==> src/rtl/hash_block_assembler.sv <==
// hash_block_assembler: packs a byte stream into NUM_BLOCOS-byte blocks for the
// 8-bit XOR fold hash stage. The first byte of a block lands in the most
// significant lane, and the final block of a message is flagged with out_last.
// Build macro HASH_ASM_PAD_EN enables 0x80 marker plus length-byte padding,
// which may add one extra block; without it, partial blocks are zero-filled.
module hash_block_assembler #(
    parameter int NUM_BLOCOS = 64
) (
    input  logic                    clk,
    input  logic                    rst_n,
    input  logic [7:0]              in_byte,
    input  logic                    in_valid,
    input  logic                    in_last,
    output logic                    in_ready,
    output logic [NUM_BLOCOS*8-1:0] out_block,
    output logic                    out_valid,
    output logic                    out_last,
    input  logic                    out_ready
);
    localparam int W  = NUM_BLOCOS * 8;
    localparam int IW = $clog2(NUM_BLOCOS);
    localparam logic [IW-1:0] LAST_IDX = IW'(NUM_BLOCOS - 1);
`ifdef HASH_ASM_PAD_EN
    // Highest last-byte index that still leaves room for the length byte
    localparam logic [IW-1:0] LEN_ROOM = IW'(NUM_BLOCOS - 3);
`endif

    typedef enum logic [1:0] {
        FILL,
        PAD,
        FULL,
        PAD2
    } state_t;

    state_t        state;
    state_t        next_state;
    logic [IW-1:0] idx;
    logic [IW-1:0] last_idx;
    logic [W-1:0]  block;
    logic [W-1:0]  fill_block;
    logic [W-1:0]  pad_block;
    logic          accept;
`ifdef HASH_ASM_PAD_EN
    logic [7:0]    msg_len;
    logic          pad2_pending;
    logic [W-1:0]  pad2_block;
`endif

    // Return blk with byte lane 'lane' (lane 0 = most significant) replaced by value
    function automatic logic [W-1:0] set_lane(input logic [W-1:0]  blk,
                                              input logic [IW-1:0] lane,
                                              input logic [7:0]    value);
        logic [W-1:0] res;
        res = blk;
        for (int i = 0; i < NUM_BLOCOS; i++) begin
            if (lane == IW'(i)) begin
                res[(NUM_BLOCOS-1-i)*8 +: 8] = value;
            end
        end
        return res;
    endfunction

    // Return blk with every lane after index k forced to zero
    function automatic logic [W-1:0] zero_above(input logic [W-1:0]  blk,
                                                input logic [IW-1:0] k);
        logic [W-1:0] res;
        res = blk;
        for (int i = 0; i < NUM_BLOCOS; i++) begin
            if (IW'(i) > k) begin
                res[(NUM_BLOCOS-1-i)*8 +: 8] = 8'h00;
            end
        end
        return res;
    endfunction

    assign accept    = in_valid && in_ready;
    assign in_ready  = (state == FILL);
    assign out_valid = (state == FULL);
    assign out_block = block;

    // Candidate block contents for a byte write, the pad step and the extra pad block
    always_comb begin
        fill_block = set_lane(block, idx, in_byte);
        pad_block  = zero_above(block, last_idx);
`ifdef HASH_ASM_PAD_EN
        if (last_idx != LAST_IDX) begin
            pad_block = set_lane(pad_block, last_idx + IW'(1), 8'h80);
        end
        if (last_idx <= LEN_ROOM) begin
            pad_block = set_lane(pad_block, LAST_IDX, msg_len);
        end
        pad2_block = '0;
        if (last_idx == LAST_IDX) begin
            pad2_block = set_lane(pad2_block, '0, 8'h80);
        end
        pad2_block = set_lane(pad2_block, LAST_IDX, msg_len);
`endif
    end

    // State register
    always_ff @(posedge clk or negedge rst_n) begin
        if (!rst_n) begin
            state <= FILL;
        end else begin
            state <= next_state;
        end
    end

    // Next-state logic: fill, optional pad step(s), then hold until consumed
    always_comb begin
        next_state = state;
        case (state)
            FILL: begin
                if (accept) begin
                    if (in_last) begin
`ifdef HASH_ASM_PAD_EN
                        next_state = PAD;
`else
                        next_state = (idx == LAST_IDX) ? FULL : PAD;
`endif
                    end else if (idx == LAST_IDX) begin
                        next_state = FULL;
                    end
                end
            end
            PAD: begin
                next_state = FULL;
            end
            FULL: begin
                if (out_ready) begin
`ifdef HASH_ASM_PAD_EN
                    next_state = pad2_pending ? PAD2 : FILL;
`else
                    next_state = FILL;
`endif
                end
            end
            PAD2: begin
                next_state = FULL;
            end
            default: begin
                next_state = FILL;
            end
        endcase
    end

    // Block register, byte index, out_last flag and message length bookkeeping
    always_ff @(posedge clk or negedge rst_n) begin
        if (!rst_n) begin
            idx      <= '0;
            last_idx <= '0;
            block    <= '0;
            out_last <= 1'b0;
`ifdef HASH_ASM_PAD_EN
            msg_len      <= 8'd0;
            pad2_pending <= 1'b0;
`endif
        end else begin
            case (state)
                FILL: begin
                    if (accept) begin
                        block    <= fill_block;
                        idx      <= idx + IW'(1);
                        last_idx <= idx;
`ifdef HASH_ASM_PAD_EN
                        msg_len  <= msg_len + 8'd1;
`endif
                        if (idx == LAST_IDX && !in_last) begin
                            out_last <= 1'b0;
                        end
`ifndef HASH_ASM_PAD_EN
                        if (idx == LAST_IDX && in_last) begin
                            out_last <= 1'b1;
                        end
`endif
                    end
                end
                PAD: begin
                    block <= pad_block;
`ifdef HASH_ASM_PAD_EN
                    if (last_idx <= LEN_ROOM) begin
                        out_last <= 1'b1;
                    end else begin
                        out_last     <= 1'b0;
                        pad2_pending <= 1'b1;
                    end
`else
                    out_last <= 1'b1;
`endif
                end
                FULL: begin
                    if (out_ready) begin
                        idx   <= '0;
                        block <= '0;
`ifdef HASH_ASM_PAD_EN
                        if (out_last) begin
                            msg_len <= 8'd0;
                        end
`endif
                    end
                end
`ifdef HASH_ASM_PAD_EN
                PAD2: begin
                    block        <= pad2_block;
                    out_last     <= 1'b1;
                    pad2_pending <= 1'b0;
                end
`endif
                default: begin
                end
            endcase
        end
    end

endmodule

==> config.mk <==
export PLATFORM = sky130hd
export DESIGN_NAME = hash_block_assembler
export DESIGN_NICKNAME = d
export VERILOG_FILES = /design/src/rtl/hash_block_assembler.sv
export SDC_FILE = /design/constraint.sdc
export NUM_CORES = 1
export LEC_CHECK = 0
export CORE_MARGIN = 10
export CORE_UTILIZATION = 40
export DETAILED_ROUTE_END_ITERATION = 16
export PLACE_DENSITY = 0.76
export SLEW_MARGIN = 20
export SYNTH_ARGS = -nofsm -noshare
export SYNTH_HDL_FRONTEND = slang
export SYNTH_SLANG_ARGS = --single-unit
==> constraint.sdc <==
create_clock -name clk -period 2.7 [get_ports clk]
set_clock_uncertainty 0.05 [all_clocks]
set_input_delay 0.54 -clock clk [delete_from_list [all_inputs] [get_ports clk]]
set_output_delay 0.54 -clock clk [all_outputs]
set_load 0.02 [all_outputs]
==> out/qor.txt <==
top cells by area: dfrtp_1 (61%), mux2_2 (27%), o21ai_0 (1.7%)
setup bufs post-CTS: 0
Reg power frac: 27.0%
DP Wirelength: 59450 µm
Synth Seq Share: 60.96%
gr ovfl total: 0
total negative slack: 0 ns
Synth Net Count: 1495
fin util: 57.54%
Final ANT Viol Nets: 0
Combinational Gates: 828
Net Sw Frac: 40.24%
met1 wire length: 33780 µm
Startpoint Class: flop
Taps Inserted: 696
Diodes inserted: 0
Worst Tran Pin Value: 1.074 ns
layout cells sized above 1: 38.16%
CTS root buffer: clkbuf_16
Area leader share: 60.96%
Post-CTS Resized: 3
WL/cell: 29.03 µm
FILL cells: 4251
fin crit period: 2.557 ns
post-synthesis cell type count: 64
Top Layout Cells: dfrtp_1 (527), clkdlybuf4s50_1 (524), mux2_2 (514), buf_4 (118), o21ai_0 (75)
Hold Vio Cnt, Final: 0
number of flip-flops and latches: 527
# Max-Cap Violations: 0
Crit path depth: 6
final setup violation count: 0
status: completed
Post-Synth Simple-Gate Area: 4.153%
count of clock buffers in the final design: 76
combinational power share: 58.1%
Crit Path Class: flop to flop
net switching power: 19.62 mW
placed instance count: 2747
first-pass GRT wire length: 118800 µm
==> power by group through the flow <==
stage	Sequential (mW)	Combinational (mW)	Clock [mW]
after CTS	13.2	28.5	7.36
after detailed placement	13.3	28.4	0
final	13.2	28.3	7.22
after global routing	13.5	29.7	7.69
after global placement	13.1	27.9	0
after floorplan	16.6	10.2	0
==> worst reg2reg max path, cell delays in order, from the launching register on <==
cell and delay (ns):
dfrtp_1 0.41, inv_1 0.11, ha_1 0.34, buf_12 0.17, nor2b_4 0.86, buf_12 0.33
mux2_2 0.23
==> state kept, by name (all words and copies together), names as in the netlist <==
register   cells
out_block    512
state          2
out_last       1
idx            6
last_idx       6
m1.png
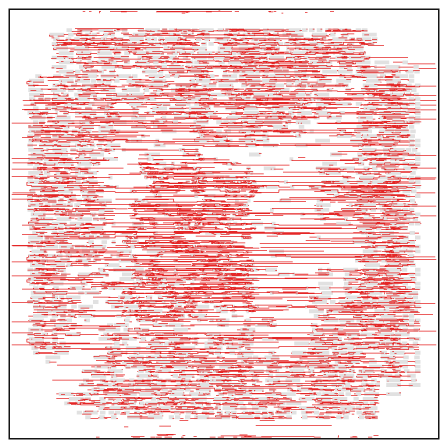
main direction: horizontal
nets with wire on the layer: 1923
wire length on this layer: 33.8 mm
longest straight run: 94.8 µm
share of all routed wire: 41%
final WL: 82500 µm
via count: 15500
grt met1 use: 31.60%

m2.png
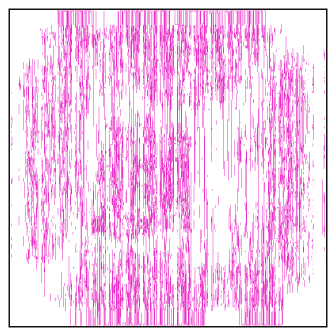
main direction: vertical
share of all routed wire: 48%
nets with wire on the layer: 2044
wire length on this layer: 39.8 mm
longest straight run: 146 µm

m3.png
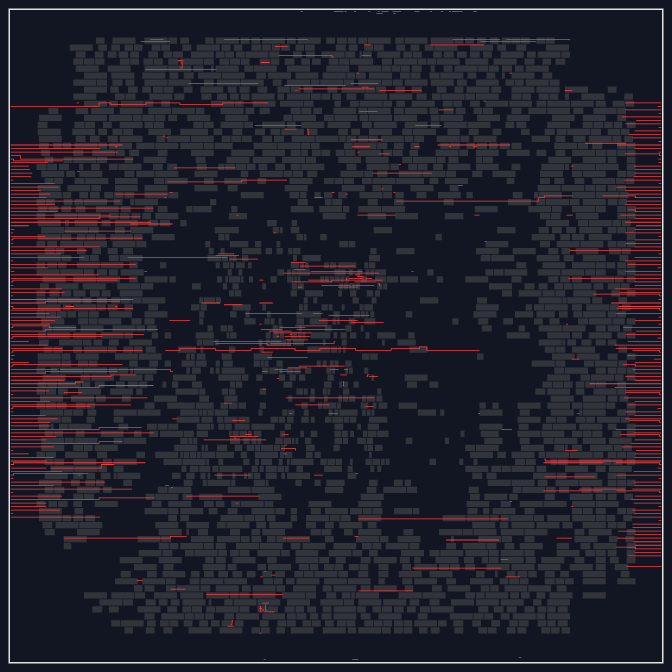
longest straight run: 57.7 µm
nets with wire on the layer: 358
share of all routed wire: 7.5%
wire length on this layer: 6220 µm
main direction: horizontal

No activity file was given, so power comes from the tool's default toggle rates.
